### src/rtl/core_pcctrl.sv
// Fetch program counter and redirect control. Handles the sequential fetch handshake,
// jump and branch redirects, younger-stage flush timing and misaligned-target reporting.
module core_pcctrl #(
    parameter logic [31:0] RESET_PC     = 32'h0000_0000,
    parameter int          FLUSH_CYCLES = 2
) (
    input  logic        CLK,
    input  logic        NRST,
    input  logic        C_BRANCH,
    input  logic [31:0] BR_PC,
    input  logic [31:0] BR_IMM,
    input  logic        TAKE_BRANCH,
    input  logic        C_JUMP,
    input  logic [31:0] JUMP_TARGET,
    input  logic        STALL,
    input  logic        IF_READY,
    output logic        IF_VALID,
    output logic [31:0] PC,
    output logic        FLUSH,
    output logic        MISALIGNED
);

    typedef enum logic [1:0] {IDLE, RUN, WAIT_BR, FLUSHING} state_t;

    localparam logic [3:0] FLUSH_LOAD = 4'(FLUSH_CYCLES);

    state_t      r_state, w_state_nx;
    logic [31:0] r_pc, w_pc_nx;
    logic [31:0] r_br_tgt, w_br_tgt_nx;
    logic        r_flush, w_flush_nx;
    logic        r_mis, w_mis_nx;
    logic [3:0]  r_cnt, w_cnt_nx;
    logic [31:0] w_jmp_tgt;
    logic [31:0] w_br_sum;
    logic        w_fetch;

    assign w_jmp_tgt  = JUMP_TARGET & ~32'h1;
    assign w_br_sum   = BR_PC + BR_IMM;
    assign IF_VALID   = (r_state == RUN) & ~STALL;
    assign w_fetch    = IF_VALID & IF_READY;
    assign PC         = r_pc;
    assign FLUSH      = r_flush;
    assign MISALIGNED = r_mis;

    always_ff @(posedge CLK or negedge NRST) begin
        if (!NRST) begin
            r_state  <= IDLE;
            r_pc     <= RESET_PC;
            r_br_tgt <= 32'h0;
            r_flush  <= 1'b0;
            r_mis    <= 1'b0;
            r_cnt    <= 4'd0;
        end else begin
            r_state  <= w_state_nx;
            r_pc     <= w_pc_nx;
            r_br_tgt <= w_br_tgt_nx;
            r_flush  <= w_flush_nx;
            r_mis    <= w_mis_nx;
            r_cnt    <= w_cnt_nx;
        end
    end

    always_comb begin
        w_state_nx  = r_state;
        w_pc_nx     = r_pc;
        w_br_tgt_nx = r_br_tgt;
        w_flush_nx  = r_flush;
        w_mis_nx    = 1'b0;
        w_cnt_nx    = r_cnt;
        unique case (r_state)
            IDLE: w_state_nx = RUN;
            RUN: begin
                // Redirects win over the fetch handshake presented in the same cycle.
                if (C_JUMP) begin
                    if (w_jmp_tgt[1]) begin
                        w_mis_nx = 1'b1;
                    end else begin
                        w_pc_nx    = w_jmp_tgt;
                        w_flush_nx = 1'b1;
                        w_cnt_nx   = FLUSH_LOAD;
                        w_state_nx = FLUSHING;
                    end
                end else if (C_BRANCH) begin
                    w_br_tgt_nx = w_br_sum;
                    w_state_nx  = WAIT_BR;
                end else if (w_fetch) begin
                    w_pc_nx = r_pc + 32'd4;
                end
            end
            WAIT_BR: begin
                w_state_nx = RUN;
                if (TAKE_BRANCH) begin
                    if (r_br_tgt[1:0] != 2'b00) begin
                        w_mis_nx = 1'b1;
                    end else begin
                        w_pc_nx    = r_br_tgt;
                        w_flush_nx = 1'b1;
                        w_cnt_nx   = FLUSH_LOAD;
                        w_state_nx = FLUSHING;
                    end
                end
            end
            FLUSHING: begin
                // Leaving on the count==1 edge keeps FLUSH high for exactly the loaded count.
                if (r_cnt <= 4'd1) begin
                    w_cnt_nx   = 4'd0;
                    w_flush_nx = 1'b0;
                    w_state_nx = RUN;
                end else begin
                    w_cnt_nx = r_cnt - 4'd1;
                end
            end
            default: w_state_nx = IDLE;
        endcase
    end

endmodule
### config.mk
export PLATFORM = sky130hd
export DESIGN_NAME = core_pcctrl
export DESIGN_NICKNAME = d
export VERILOG_FILES = /design/src/rtl/core_pcctrl.sv
export SDC_FILE = /design/constraint.sdc
export NUM_CORES = 1
export LEC_CHECK = 0
export CORE_MARGIN = 5
export CORE_UTILIZATION = 38
export CTS_CLUSTER_DIAMETER = 100
export DETAILED_ROUTE_END_ITERATION = 7
export GPL_TIMING_DRIVEN = 0
export RECOVER_POWER = 100
export SETUP_SLACK_MARGIN = 0.4
export SYNTH_ARGS = -nofsm -noshare
export SYNTH_HDL_FRONTEND = slang
export SYNTH_SLANG_ARGS = --single-unit
### constraint.sdc
create_clock -name CLK -period 5.1 [get_ports CLK]
set_clock_uncertainty 0.2 [all_clocks]
set_input_delay 0.51 -clock CLK [delete_from_list [all_inputs] [get_ports CLK]]
set_output_delay 0.51 -clock CLK [all_outputs]
set_load 0.01 [all_outputs]
Fig. 1: clock wires, drivers and flops
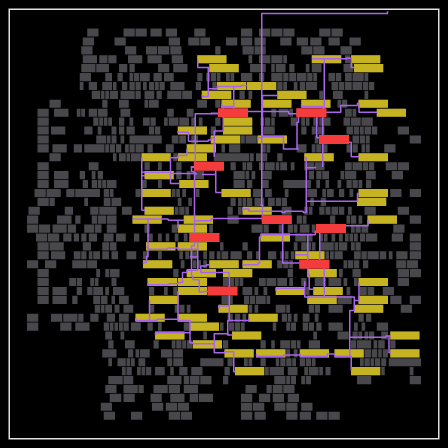
- red: cells driving clock nets (count 9)
- purple: clock wires (length 1040 um)
- yellow: flip-flops (count 72)
- routed clock nets: 10
clk pwr: 0.646 mW
proportion of power drawn by the clock network: 0.200

Fig. 2: metal layers overlaid
Bar = 50 um.
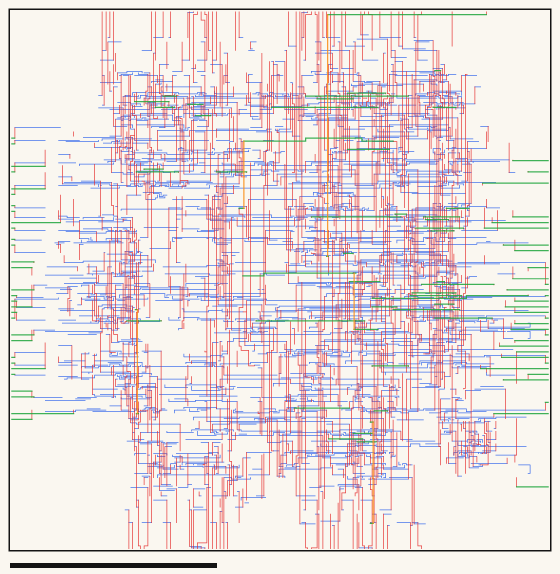
- red: met2 (wire length 7890 um)
- orange: met4 (wire length 138 um)
- green: met3 (wire length 869 um)
- blue: met1 (wire length 7450 um)
global-route usage over all layers: 0.190
average detailed-routed wire length per instance: 16.0 um
wire length reported by the detailed router: 16.3 mm
routed vias: 5414

Fig. 3: logic cells by family
Bar = 50 um.
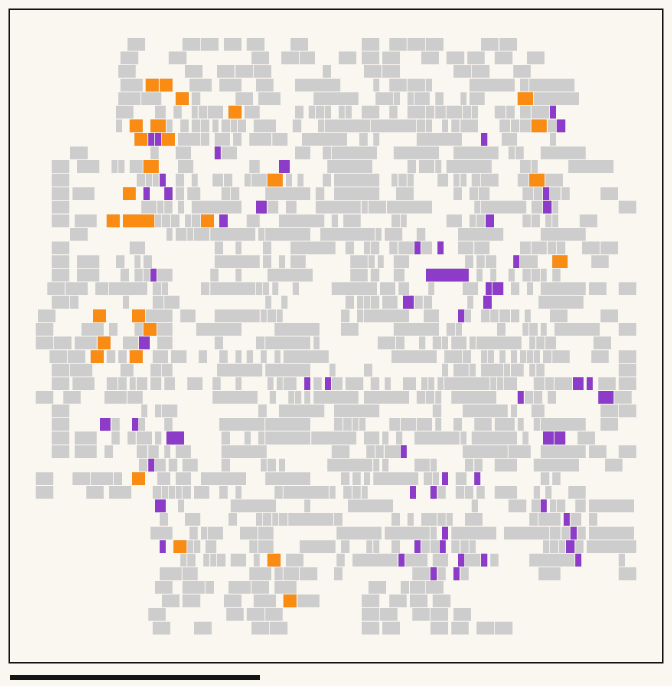
- purple: NOR gates (cells 58; most used nor2_1)
- orange: AND-OR and OR-AND gates (cells 28; most used a21o_1; where all over the die)
most instantiated logic cell after routing: sky130_fd_sc_hd__nand2_1
Post-Layout Cell Count: 1022
Comb area share: 0.470

==> impl_metrics.xml <==
<?xml version="1.0" encoding="UTF-8"?>
<metrics>
  <group name="finish">
    <metric name="syn_to_final_growth" unit="%">33.9</metric>
    <metric name="n_fill_cell" unit="">1421</metric>
    <metric name="antenna_cells" unit="">0</metric>
    <metric name="post_route_cells_drive_above_1_share" unit="">0.0406</metric>
    <metric name="stdcell_area" unit="sq mm">0.00741</metric>
    <metric name="fin_util" unit="">0.514</metric>
  </group>
  <group name="power">
    <metric name="p_int" unit="mW">1.86</metric>
    <metric name="power.group.top" unit="">combinational cells</metric>
    <metric name="flop_pwr_share" unit="">0.337</metric>
    <metric name="largest_voltage_drop_on_the_vdd_net" unit="mV">0.202</metric>
    <metric name="leakage" unit="nW">3.28</metric>
  </group>
  <group name="drt">
    <metric name="m1WireLength" unit="mm">7.45</metric>
    <metric name="dr.first_iter.drc_count" unit="">359</metric>
    <metric name="route.antenna.remaining_nets" unit="">0</metric>
    <metric name="highest-signal-layer" unit="">met4</metric>
  </group>
  <group name="logic_synthesis">
    <metric name="synthesis.area" unit="sq mm">0.00553</metric>
    <metric name="numSynthFlops" unit="">72</metric>
    <metric name="synth-async-reset-ratio" unit="">1.00</metric>
    <metric name="area_leaders" unit="">sky130_fd_sc_hd__dfrtp_1, sky130_fd_sc_hd__ha_1, sky130_fd_sc_hd__nand2_1</metric>
    <metric name="syn-num-nets" unit="">826</metric>
  </group>
  <group name="worst_setup_path">
    <metric name="critical_path_depth" unit="">12</metric>
    <metric name="critical_path_peak_fanout" unit="">4</metric>
    <metric name="arrival" unit="ps">4070</metric>
    <metric name="endpoint_kind" unit="">register</metric>
    <metric name="critical_path.cell_chain" unit="">dlygate4sd3_1 &gt; ha_1 &gt; fa_1 &gt; a21oi_1 &gt; o221ai_1 &gt; a2111oi_0 &gt; o31ai_4 &gt; a31o_4 &gt; a21oi_1 &gt; o21bai_1 &gt; xnor2_1 &gt; o21ai_0</metric>
    <metric name="crit_path_start_kind" unit="">input port</metric>
    <metric name="r2r_cells" unit="">10</metric>
  </group>
  <group name="final_timing">
    <metric name="slew-limit-headroom" unit="">-0.0977</metric>
    <metric name="timing.final.crit_period" unit="ps">4070</metric>
    <metric name="hold_viol" unit="">0</metric>
    <metric name="timing_max_transition_violations_final" unit="">27</metric>
  </group>
  <group name="floorplanning">
    <metric name="core.rowCount" unit="">44</metric>
    <metric name="core" unit="sq mm">0.0144</metric>
    <metric name="design.die.area" unit="sq mm">0.0171</metric>
    <metric name="core_util_floorplan" unit="">0.383</metric>
  </group>
  <group name="run_status">
    <metric name="outcome" unit="">complete, but fails checks</metric>
    <metric name="failed_checks" unit="">max-capacitance violations, max-slew violations</metric>
  </group>
  <group name="placement">
    <metric name="port_buffers" unit="">136</metric>
    <metric name="dpl.hpwl" unit="mm">13.1</metric>
    <metric name="place_worst_setup_slack" unit="ps">1340</metric>
    <metric name="gp_congestion" unit="">0.896</metric>
  </group>
  <group name="job">
    <metric name="timing.max_cap.violations" unit="">1</metric>
  </group>
  <group name="clocking">
    <metric name="cts.sink_count" unit="">72</metric>
    <metric name="postCtsSetupRepairBufs" unit="">0</metric>
    <metric name="cts_tree" unit="">built</metric>
    <metric name="cts_hold_repair.buffers" unit="">1</metric>
  </group>
  <group name="global_routing">
    <metric name="grt_first_pass_wirelength" unit="mm">26.2</metric>
  </group>
</metrics>
## Yosys cell counts, types with 8 or more instances
cell type,n
sky130_fd_sc_hd__clkbuf_1,22
sky130_fd_sc_hd__nor2_1,38
sky130_fd_sc_hd__nand3_1,22
sky130_fd_sc_hd__xor2_1,20
sky130_fd_sc_hd__mux2i_1,17
sky130_fd_sc_hd__nand4_1,8
sky130_fd_sc_hd__a21oi_1,62
sky130_fd_sc_hd__o21ai_1,38
sky130_fd_sc_hd__o21ai_0,54
sky130_fd_sc_hd__a21o_1,16
sky130_fd_sc_hd__xnor2_1,27
sky130_fd_sc_hd__o22ai_1,8
sky130_fd_sc_hd__inv_1,19
sky130_fd_sc_hd__nand2_1,126
sky130_fd_sc_hd__dfrtp_1,72
sky130_fd_sc_hd__ha_1,38
## worst paths after layout
check                            start      endpoint
min in group asynchronous         NRST      r_cnt[2]
max reg2reg                 r_state[1]        PC[19]
max in group asynchronous         NRST        PC[28]
min                        r_br_tgt[0]   r_br_tgt[0]
min reg2reg                r_br_tgt[0]   r_br_tgt[0]
max                           BR_PC[0]  r_br_tgt[24]
## logic make-up (layout without fill, tap and decap cells)
group           count (synthesis)  in the layout  synth area share
compound gates                218            218             0.244
xor+xnor                       47             47            0.0744
buf+inv                        50            204            0.0362
flops                          72             72             0.326
mux                            18             18            0.0328
fa+ha+maj                      39             39            0.0896
simple gates                  240            240             0.197
## area by class of cell
type | instances | area (sq um) | share of cell area
Clock inverter | 7 | 77.6 | 0.0105
Tap cell | 184 | 230 | 0.0311
Inverter | 20 | 75.1 | 0.0101
Clock buffer | 9 | 225 | 0.0304
Multi-Input combinational cell | 562 | 3480 | 0.470
Sequential cell | 72 | 1800 | 0.243
Buffer | 30 | 123 | 0.0166
Timing Repair Buffer | 138 | 1390 | 0.188
Power is estimated from default activity; no workload was simulated.
